--- src/rtl/sub_bytes_serial.sv ---
// Byte-serial AES SubBytes: one shared SBox, 16 bytes per 128-bit state; SUB_BYTES_SBOX_REG_EN adds an SBox output register.
// Latency: out_valid after 16 edges from acceptance (17 with SUB_BYTES_SBOX_REG_EN); one state in flight.
// Backpressure: in_ready only in IDLE; result held stable in DONE until out_ready.

// Combinational AES SBox: multiplicative inverse in GF(2^8) (x^254) followed by the affine map.
module aes_sbox (
    input  logic [7:0] a,
    output logic [7:0] s
);
    function automatic logic [7:0] xtime(input logic [7:0] x);
        return {x[6:0], 1'b0} ^ (x[7] ? 8'h1b : 8'h00);
    endfunction

    function automatic logic [7:0] gmul(input logic [7:0] x, input logic [7:0] y);
        logic [7:0] p;
        logic [7:0] t;
        p = 8'h00;
        t = x;
        for (int i = 0; i < 8; i++) begin
            if (y[i]) p = p ^ t;
            t = xtime(t);
        end
        return p;
    endfunction

    logic [7:0] x2, x3, x12, x15, x240, inv;

    always_comb begin
        x2   = gmul(a, a);
        x3   = gmul(x2, a);
        x12  = gmul(gmul(x3, x3), gmul(x3, x3));
        x15  = gmul(x12, x3);
        x240 = gmul(x15, x15);
        x240 = gmul(x240, x240);
        x240 = gmul(x240, x240);
        x240 = gmul(x240, x240);
        // 240 + 12 + 2 = 254; zero maps to zero naturally
        inv  = gmul(gmul(x240, x12), x2);
        s    = inv ^ {inv[6:0], inv[7]} ^ {inv[5:0], inv[7:6]}
                   ^ {inv[4:0], inv[7:5]} ^ {inv[3:0], inv[7:4]} ^ 8'h63;
    end
endmodule

module sub_bytes_serial #(
    parameter int NBYTES = 16
) (
    input  logic         clk,
    input  logic         rst_n,
    input  logic         in_valid,
    output logic         in_ready,
    input  logic [127:0] state_in,
    output logic         out_valid,
    input  logic         out_ready,
    output logic [127:0] state_out,
    output logic         busy
);
    typedef enum logic [1:0] {IDLE, BUSY, DONE} state_t;

    localparam logic [3:0] LAST = 4'(NBYTES - 1);

    state_t       state, state_nxt;
    logic [3:0]   cnt;
    logic [127:0] inbuf;
    logic [127:0] outbuf;
    logic [7:0]   sbox_in;
    logic [7:0]   sbox_out;
    logic         issue;
    logic         wr_en;
    logic [3:0]   wr_idx;
    logic [7:0]   wr_dat;
    logic         busy_last;

    // Byte 0 sits in the top bits, so byte k lives at offset 8*(15-k).
    assign sbox_in = inbuf[{LAST - cnt, 3'b000} +: 8];

    aes_sbox u_sbox (
        .a (sbox_in),
        .s (sbox_out)
    );

`ifdef SUB_BYTES_SBOX_REG_EN
    logic [7:0] sreg;
    logic       sreg_vld;
    logic       drain;

    // After the last issue cnt has wrapped to 0 while the register still holds byte 15.
    assign drain     = sreg_vld && (cnt == 4'd0);
    assign issue     = (state == BUSY) && !drain;
    assign wr_en     = sreg_vld;
    assign wr_idx    = cnt - 4'd1;
    assign wr_dat    = sreg;
    assign busy_last = drain;

    always_ff @(posedge clk or negedge rst_n) begin
        if (!rst_n) begin
            sreg     <= 8'h00;
            sreg_vld <= 1'b0;
        end else begin
            sreg_vld <= issue;
            if (issue) sreg <= sbox_out;
        end
    end
`else
    assign issue     = (state == BUSY);
    assign wr_en     = issue;
    assign wr_idx    = cnt;
    assign wr_dat    = sbox_out;
    assign busy_last = issue && (cnt == LAST);
`endif

    always_ff @(posedge clk or negedge rst_n) begin
        if (!rst_n) begin
            inbuf  <= '0;
            outbuf <= '0;
            cnt    <= 4'd0;
        end else begin
            if (state == IDLE && in_valid) begin
                inbuf <= state_in;
                cnt   <= 4'd0;
            end else if (issue) begin
                cnt <= cnt + 4'd1;
            end
            if (wr_en) outbuf[{LAST - wr_idx, 3'b000} +: 8] <= wr_dat;
        end
    end

    always_ff @(posedge clk or negedge rst_n) begin
        if (!rst_n) state <= IDLE;
        else        state <= state_nxt;
    end

    always_comb begin
        state_nxt = state;
        case (state)
            IDLE:    if (in_valid)  state_nxt = BUSY;
            BUSY:    if (busy_last) state_nxt = DONE;
            DONE:    if (out_ready) state_nxt = IDLE;
            default:                state_nxt = IDLE;
        endcase
    end

    // in_ready is qualified by rst_n so it reads 0 while reset is held.
    always_comb begin
        in_ready  = (state == IDLE) && rst_n;
        out_valid = (state == DONE);
        busy      = (state == BUSY);
        state_out = outbuf;
    end
endmodule

--- config.mk ---
export PLATFORM = sky130hd
export DESIGN_NAME = sub_bytes_serial
export DESIGN_NICKNAME = d
export VERILOG_FILES = /design/src/rtl/sub_bytes_serial.sv
export SDC_FILE = /design/constraint.sdc
export NUM_CORES = 1
export LEC_CHECK = 0
export CORE_UTILIZATION = 58
export DETAILED_ROUTE_END_ITERATION = 8
export PLACE_DENSITY = 0.89
export SLEW_MARGIN = 20
export SYNTH_ARGS = -nofsm -noshare
export SYNTH_HDL_FRONTEND = slang
export SYNTH_SLANG_ARGS = --single-unit
--- constraint.sdc ---
create_clock -name clk -period 30 [get_ports clk]
set_input_delay 4.5 -clock clk [delete_from_list [all_inputs] [get_ports clk]]
set_output_delay 4.5 -clock clk [all_outputs]
set_load 0.005 [all_outputs]
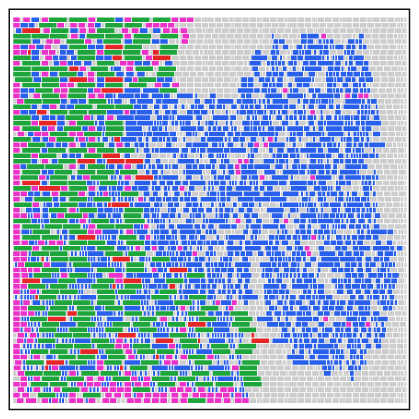
(images/cell_classes.png)
Scale: 2 px per um. Fill, decap, tap and diode cells in grey.
flip-flops: marked green, cells 262, share of their area 25%. clock drivers and dummy loads: marked red, cells 44, share of their area 3.2%. other buffers and delay cells: marked magenta, cells 305, share of their area 11%. all other logic: marked blue, cells 2063, share of their area 60%.

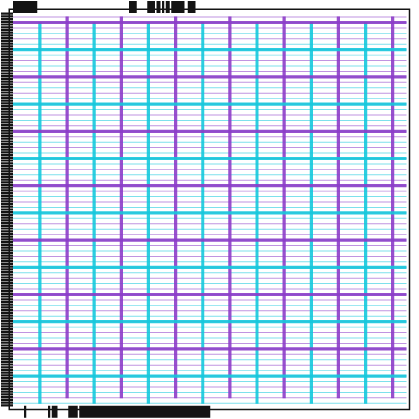
(images/pdn.png)
Scale: 2 px per um. Pins as bars on the die edge.
VSS: marked cyan. VDD: marked purple.
72 met1 rails follow the rows. The core has 71 rows. 14 straps on met5. 14 straps on met4. 263 signal pins sit on the boundary.

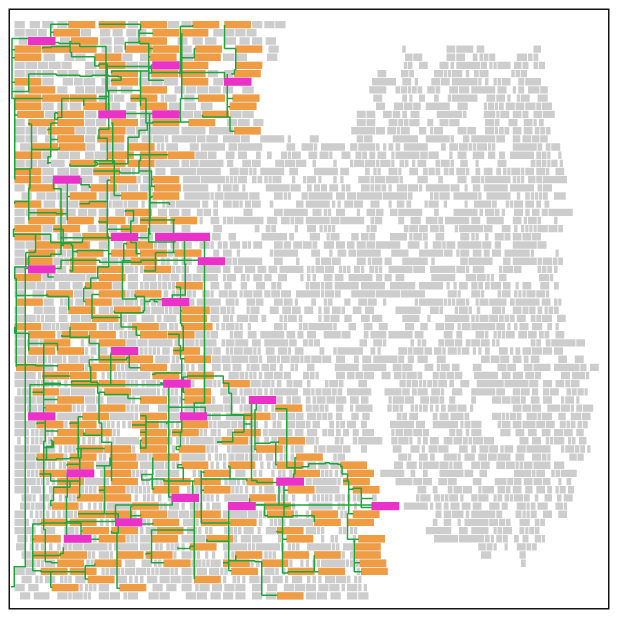
(images/clock_map.png)
Scale: 3 px per um.
cells driving clock nets: marked magenta, count 24. flip-flops: marked orange, count 262. clock wires: marked green, length 3220 um.
There are 25 routed clock nets.

==> impl_metrics.json <==
{
  "status": "finished, final reports clean",
  "synth_seq_share": 0.290,
  "cpMostUsedCell": "xnor2_1",
  "diodes": 1,
  "highest_layer": "met4",
  "drt-met1-wl_mm": 26.6,
  "most_common_cell": "nand2_1",
  "critPathKind": "reg2reg",
  "clk_pin_slew_ns": 0.07,
  "ant_nets": 0,
  "synth_cell_types": 96,
  "dr_wl_met3_mm": 6.82,
  "cts.hold.buffers_added": 0,
  "yosysTopAreaCell": "dfrtp_1",
  "dr_wl_met2_mm": 34.3,
  "cp.required_ns": 30.41,
  "synthArstFlopShare": 1.00,
  "cts_tree": "done",
  "grtUsageMet2": 0.604,
  "final_max_slew_viol_count": 0,
  "openroad.warnings": 34,
  "ys.flop_type": "dfrtp_1",
  "ys_cells": 2468,
  "cp_top_family": "XOR/XNOR gates",
  "area_delta_synth_final_pct": 17.1,
  "path_buffers": 5,
  "synth-compound-area-share": 0.115,
  "coreArea_um2": 38000,
  "grt_pass1_vias": 20100,
  "syn_area_um2": 22600,
  "fp_util": 0.594,
  "adder_share": 0.00554,
  "dieHeight_um": 199,
  "postLayoutCoreUtil": 0.696,
  "cp_data_arrival_time_ns": 25.71,
  "grt_pass1_wl_mm": 111,
  "use_met1": 0.444,
  "drc": 0,
  "register_area_um2": 6560,
  "setup_tns_ns": 0,
  "flops": 262,
  "drive_gt1_frac": 0.0991,
  "cpMaxStageDelayCell": "a211oi_1",
  "dp_hpwl_mm": 48.3,
  "dominant-cell-class": "logic gates",
  "synth-edff-count": 0,
  "n_all_buffers": 305,
  "clock_skew_ns": 0.0138,
  "root_buffer": "clkbuf_16",
  "insertion_delay_ns": 0.53,
  "cts_made_buffers": 24,
  "fmax_mhz": 39.5,
  "grt_use_total": 0.355,
  "wl_mm": 70.5,
  "min_period_ns": 25.31,
  "startpoint_type": "register",
  "firstDrtPassIters": 6,
  "top_cell_area_share": 0.290,
  "seq_share": 0.248,
  "nonClkBufAreaFrac": 0.112,
  "vias": 20100,
  "fp.dieW_um": 199,
  "synthXorXnorAreaFrac": 0.268,
  "dr.first_iter.drc_count": 2097,
  "hp-class": "reg2reg",
  "num_io_pins": 263,
  "cpPeakStageDelay_ns": 0.96,
  "placedCellCount": 3141,
  "gp_congestion": 0.953,
  "post_cts_resized": 0,
  "wl_per_cell_um": 22.1,
  "ys_warn_count": 0,
  "postCtsSetupBuffers": 0,
  "htreeDepth": 1,
  "logic_area_um2": 15300,
  "clock_buffers": 31,
  "mux_share": 0.0956,
  "simple_gate_share": 0.192,
  "max_cap_violations": 0,
  "syn_nets": 2610,
  "yosysChipArea_um2": 22600,
  "port_buffers": 262,
  "num_rows": 71
}
path summary, 6_finish.rpt:
kind,to,slack (ns),cells past startpoint,start
worst max register to register,state_out[22],4.69,65,cnt[2]
worst min register to register,inbuf[69],0.47,2,inbuf[69]
min in group asynchronous,inbuf[94],3.97,1,rst_n
max in group asynchronous,cnt[2],24.62,2,rst_n
worst min-delay path,inbuf[69],0.47,2,inbuf[69]
worst max-delay path,state_out[22],4.69,65,cnt[2]
state kept, by name (all words and copies together) (netlist names):
name,count
inbuf,128
state_out,128
cnt,4
state,2
